==> config.mk <==
export PLATFORM = sky130hd
export DESIGN_NAME = axi_sram_port_arbiter
export DESIGN_NICKNAME = d
export VERILOG_FILES = /design/src/rtl/axi_sram_pkg.sv /design/src/rtl/axi_sram_rr_pick.sv /design/src/rtl/axi_sram_port_arbiter.sv
export SDC_FILE = /design/constraint.sdc
export NUM_CORES = 1
export LEC_CHECK = 0
export ABC_AREA = 1
export CAP_MARGIN = 20
export CORE_MARGIN = 3
export CORE_UTILIZATION = 25
export CTS_BUF_LIST = sky130_fd_sc_hd__clkbuf_4 sky130_fd_sc_hd__clkbuf_8 sky130_fd_sc_hd__clkbuf_16
export DETAILED_ROUTE_END_ITERATION = 6
export PLACE_DENSITY = 0.68
export SYNTH_ARGS = -nofsm -noshare
export SYNTH_HDL_FRONTEND = slang
export SYNTH_SLANG_ARGS = --single-unit
==> constraint.sdc <==
create_clock -name clk -period 1.9 [get_ports clk]
set_clock_uncertainty 0.1 [all_clocks]
set_input_delay 0.38 -clock clk [delete_from_list [all_inputs] [get_ports clk]]
set_output_delay 0.38 -clock clk [all_outputs]
set_load 0.03 [all_outputs]
run_1/port_nets.png
Scale bar: 20 um.
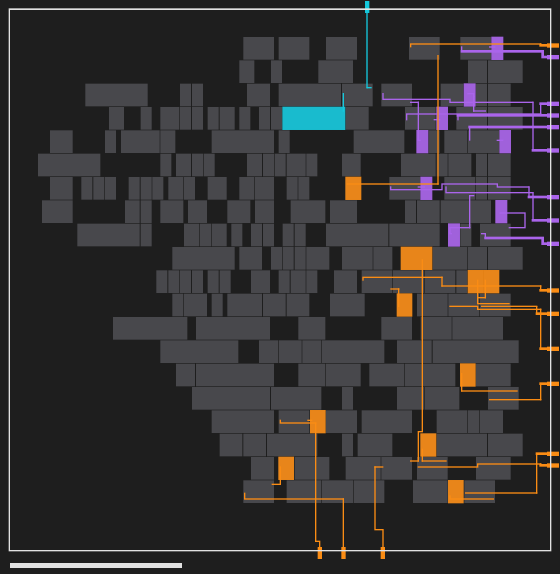
| colour | port | direction | end cells | wire |
|---|---|---|---|---|
| orange | rd_addr | input | 10 | 235 um |
| cyan | rd_data_valid | output | 1 | 11.3 um |
| purple | wr_data | input | 8 | 147 um |
Ports: 74
# port buffers: 57

run_1/metal_stack.png
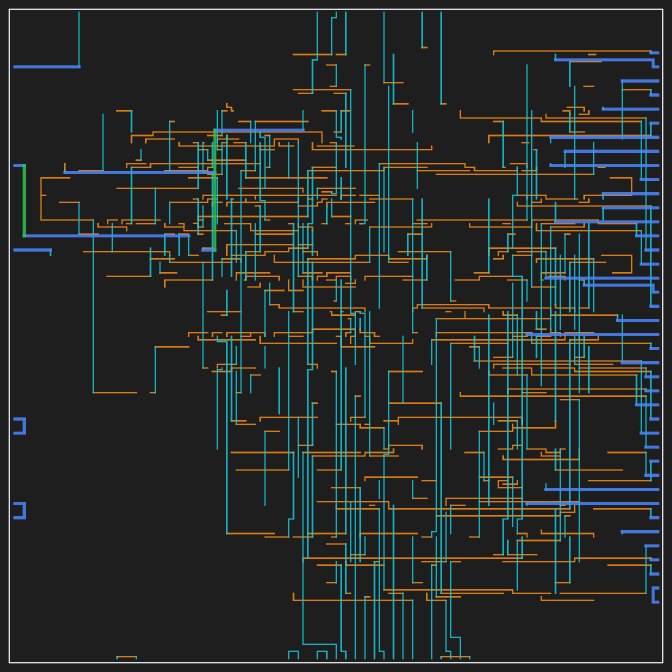
| colour | layer | wire length |
|---|---|---|
| green | met4 | 18.4 um |
| cyan | met2 | 1390 um |
| orange | met1 | 1310 um |
| blue | met3 | 217 um |
aggregate global-route resource usage: 14.8%
number of vias after detailed routing: 1081
final WL: 2930 um

run_1/final_placement.png
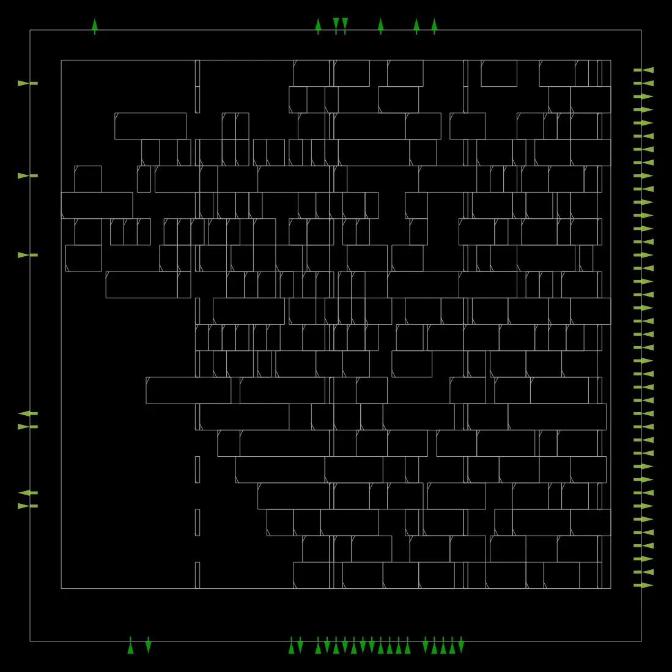
sequential share of cell area: 10.4%
number of placement rows: 20
Cell Count, Final, Fillers Out: 255
utilization of the core after routing: 58.5%

run_1/drive_strength.png
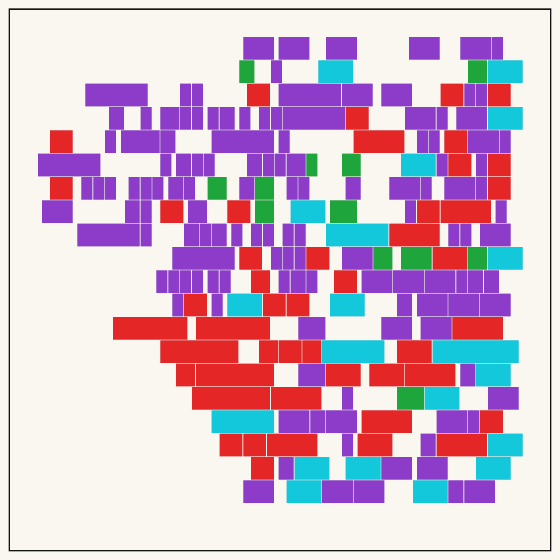
| colour | size | cells |
|---|---|---|
| green | drive 2 | 12 |
| purple | drive 1 or less | 132 |
| cyan | drive 6 and up | 20 |
| red | drive 3 to 4 | 47 |
Final WS setup: -0.0392 ns
final non-filler cell area: 1800 um2
signed area change from the synthesized netlist to the final layout: 122%
layout buffer count excluding clock buffers: 76

==> results.py, run 1 <==
# Physical implementation metrics
metrics = {
    "worst_setup_path": {
        "worst_path_dominant_cell_family": "buffers and inverters",
        "cpMostUsedCell": "inv_4",
        "path_cells": "inv_4, ha_4, nand2_4, inv_4, buf_12, nand2_1, a21oi_4, buf_6",
    },
    "route": {
        "post-route-drc-count": 0,
        "dr_wl_met3_um": 216,
        "wl_per_cell_um": 11.5,
    },
    "layout": {
        "antenna_cells_inserted": 0,
        "drive_above_1_share_pct": 37.4,
        "clock_buffers": 4,
        "non_clock_inverter_total_of_the_final_layout": 24,
        "register_cell_area_after_layout_um2": 188,
        "largest_cell_class": "non-clock buffers",
    },
    "synth": {
        "summed_standard_cell_area_reported_by_yosys_um2": 811,
        "ff_type": "dfxtp_1",
        "post-synth-top-area-cell": "dfxtp_1",
        "fa_ha_area_share_pct": 6.17,
        "most_frequent_cells_after_synthesis": "nand2_1, inv_1, nor2_1, a21oi_1, nand3_1",
        "most_common_cell": "nand2_1",
        "synthMuxAreaShare_pct": 0,
    },
    "place": {
        "place.detailed.instances": 241,
        "dpl.hpwl_um": 2040,
    },
    "pwr": {
        "peakVddDrop_v": 0.000530,
        "dominant_power_group": "combinational cells",
        "cellLeakagePower_nw": 0.817,
        "fin_total_pwr_mw": 2.16,
    },
    "final_timing": {
        "slew_violations": 0,
        "layout_setup_ws_ns": -0.0392,
        "setup_viol": 6,
        "timing.final.crit_period_ns": 1.94,
    },
    "die": {
        "core_util_floorplan_pct": 26.3,
        "die_span_y_um": 63.0,
    },
    "global_routing": {
        "grt_first_pass_wirelength_um": 4800,
        "grt_pass1_vias": 1018,
    },
    "run_status": {
        "violations_in_the_final_reports": "setup timing",
        "outcome": "finished, violations left",
    },
}
==> inputs of run 2 (changes only) <==
--- a/config.mk
+++ b/config.mk
@@ -7,7 +7,7 @@
 export LEC_CHECK = 0
 export ABC_AREA = 1
 export CAP_MARGIN = 20
-export CORE_MARGIN = 3
+export CORE_MARGIN = 5
 export CORE_UTILIZATION = 25
 export CTS_BUF_LIST = sky130_fd_sc_hd__clkbuf_4 sky130_fd_sc_hd__clkbuf_8 sky130_fd_sc_hd__clkbuf_16
 export DETAILED_ROUTE_END_ITERATION = 6
run_2/cell_classes.png
Fill, decap, tap and diode cells in grey.
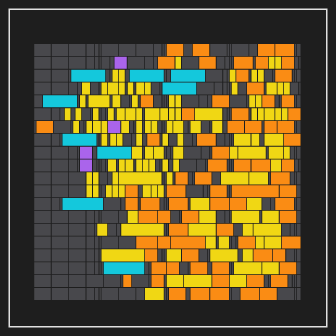
| colour | class | cells | share of their area |
|---|---|---|---|
| purple | clock drivers and dummy loads | 4 | 1.7% |
| yellow | all other logic | 122 | 45% |
| cyan | flip-flops | 9 | 11% |
| orange | other buffers and delay cells | 76 | 43% |
sequential share of cell area: 10.3%
Core Box Area: 3080 um2
utilization of the core after routing: 59.3%
final non-filler cell area: 1830 um2

==> run 2 against run 1 <==
- the run still ends with setup timing left
- largest cell class unchanged
- power fell by 1.6%
- register-to-register slack got worse by 0.03 ns
- final cell count did not move
- worst hold slack got worse by 0.0015 ns
- critical path type unchanged
- clock-buffer cell count did not move
- wire length rose by 5.3%
- combinational power barely moved
- utilization rose by 0.85 points
==> results.py, run 2 <==
# Physical implementation metrics
metrics = {
    "synth": {
        "fa_ha_area_share_pct": 6.17,
        "synthMuxAreaShare_pct": 0,
        "most_frequent_cells_after_synthesis": "nand2_1, inv_1, nor2_1, a21oi_1, nand3_1",
        "summed_standard_cell_area_reported_by_yosys_um2": 811,
        "post-synth-top-area-cell": "dfxtp_1",
        "most_common_cell": "nand2_1",
    },
    "pwr": {
        "fin_total_pwr_mw": 2.13,
        "dominant_power_group": "combinational cells",
        "cellLeakagePower_nw": 0.817,
        "peakVddDrop_v": 0.000539,
        "pwr-share-comb_pct": 79.6,
    },
    "layout": {
        "post_layout_nonfiller_instances": 255,
        "register_cell_area_after_layout_um2": 188,
        "non_clock_inverter_total_of_the_final_layout": 24,
        "finalNetCount": 258,
        "antenna_cells_inserted": 0,
        "drive_above_1_share_pct": 42.2,
        "buffers": 76,
        "area_growth_pct": 125,
        "clock_buffers": 4,
        "largest_cell_class": "non-clock buffers",
    },
    "worst_setup_path": {
        "path_cells": "inv_4, ha_4, nand2_4, inv_6, buf_12, nand2_2, a21oi_4, buf_6",
        "worst_path_dominant_cell_family": "buffers and inverters",
        "critPathBufInv": 4,
    },
    "die": {
        "core_util_floorplan_pct": 26.3,
        "die_span_y_um": 67.0,
        "number_of_placement_rows": 20,
    },
    "place": {
        "dpl.hpwl_um": 2290,
        "numPortBuffers": 57,
        "place.detailed.instances": 245,
    },
    "clocking": {
        "tritoncts_clock_tree": "yes",
    },
    "global_routing": {
        "grt_first_pass_wirelength_um": 4760,
        "grt_pass1_vias": 1137,
        "aggregate_global_route_resource_usage_pct": 13.7,
    },
    "final_timing": {
        "slew_violations": 0,
        "layout_setup_ws_ns": -0.0237,
        "timing.final.crit_period_ns": 1.92,
        "setup_viol": 5,
    },
    "route": {
        "dr_wl_met3_um": 308,
        "post-route-drc-count": 0,
        "routed_wl_um": 3090,
        "wl_per_cell_um": 12.1,
    },
    "run_status": {
        "violations_in_the_final_reports": "setup timing",
        "outcome": "finished, violations left",
    },
}
Power is estimated from default activity; no workload was simulated.
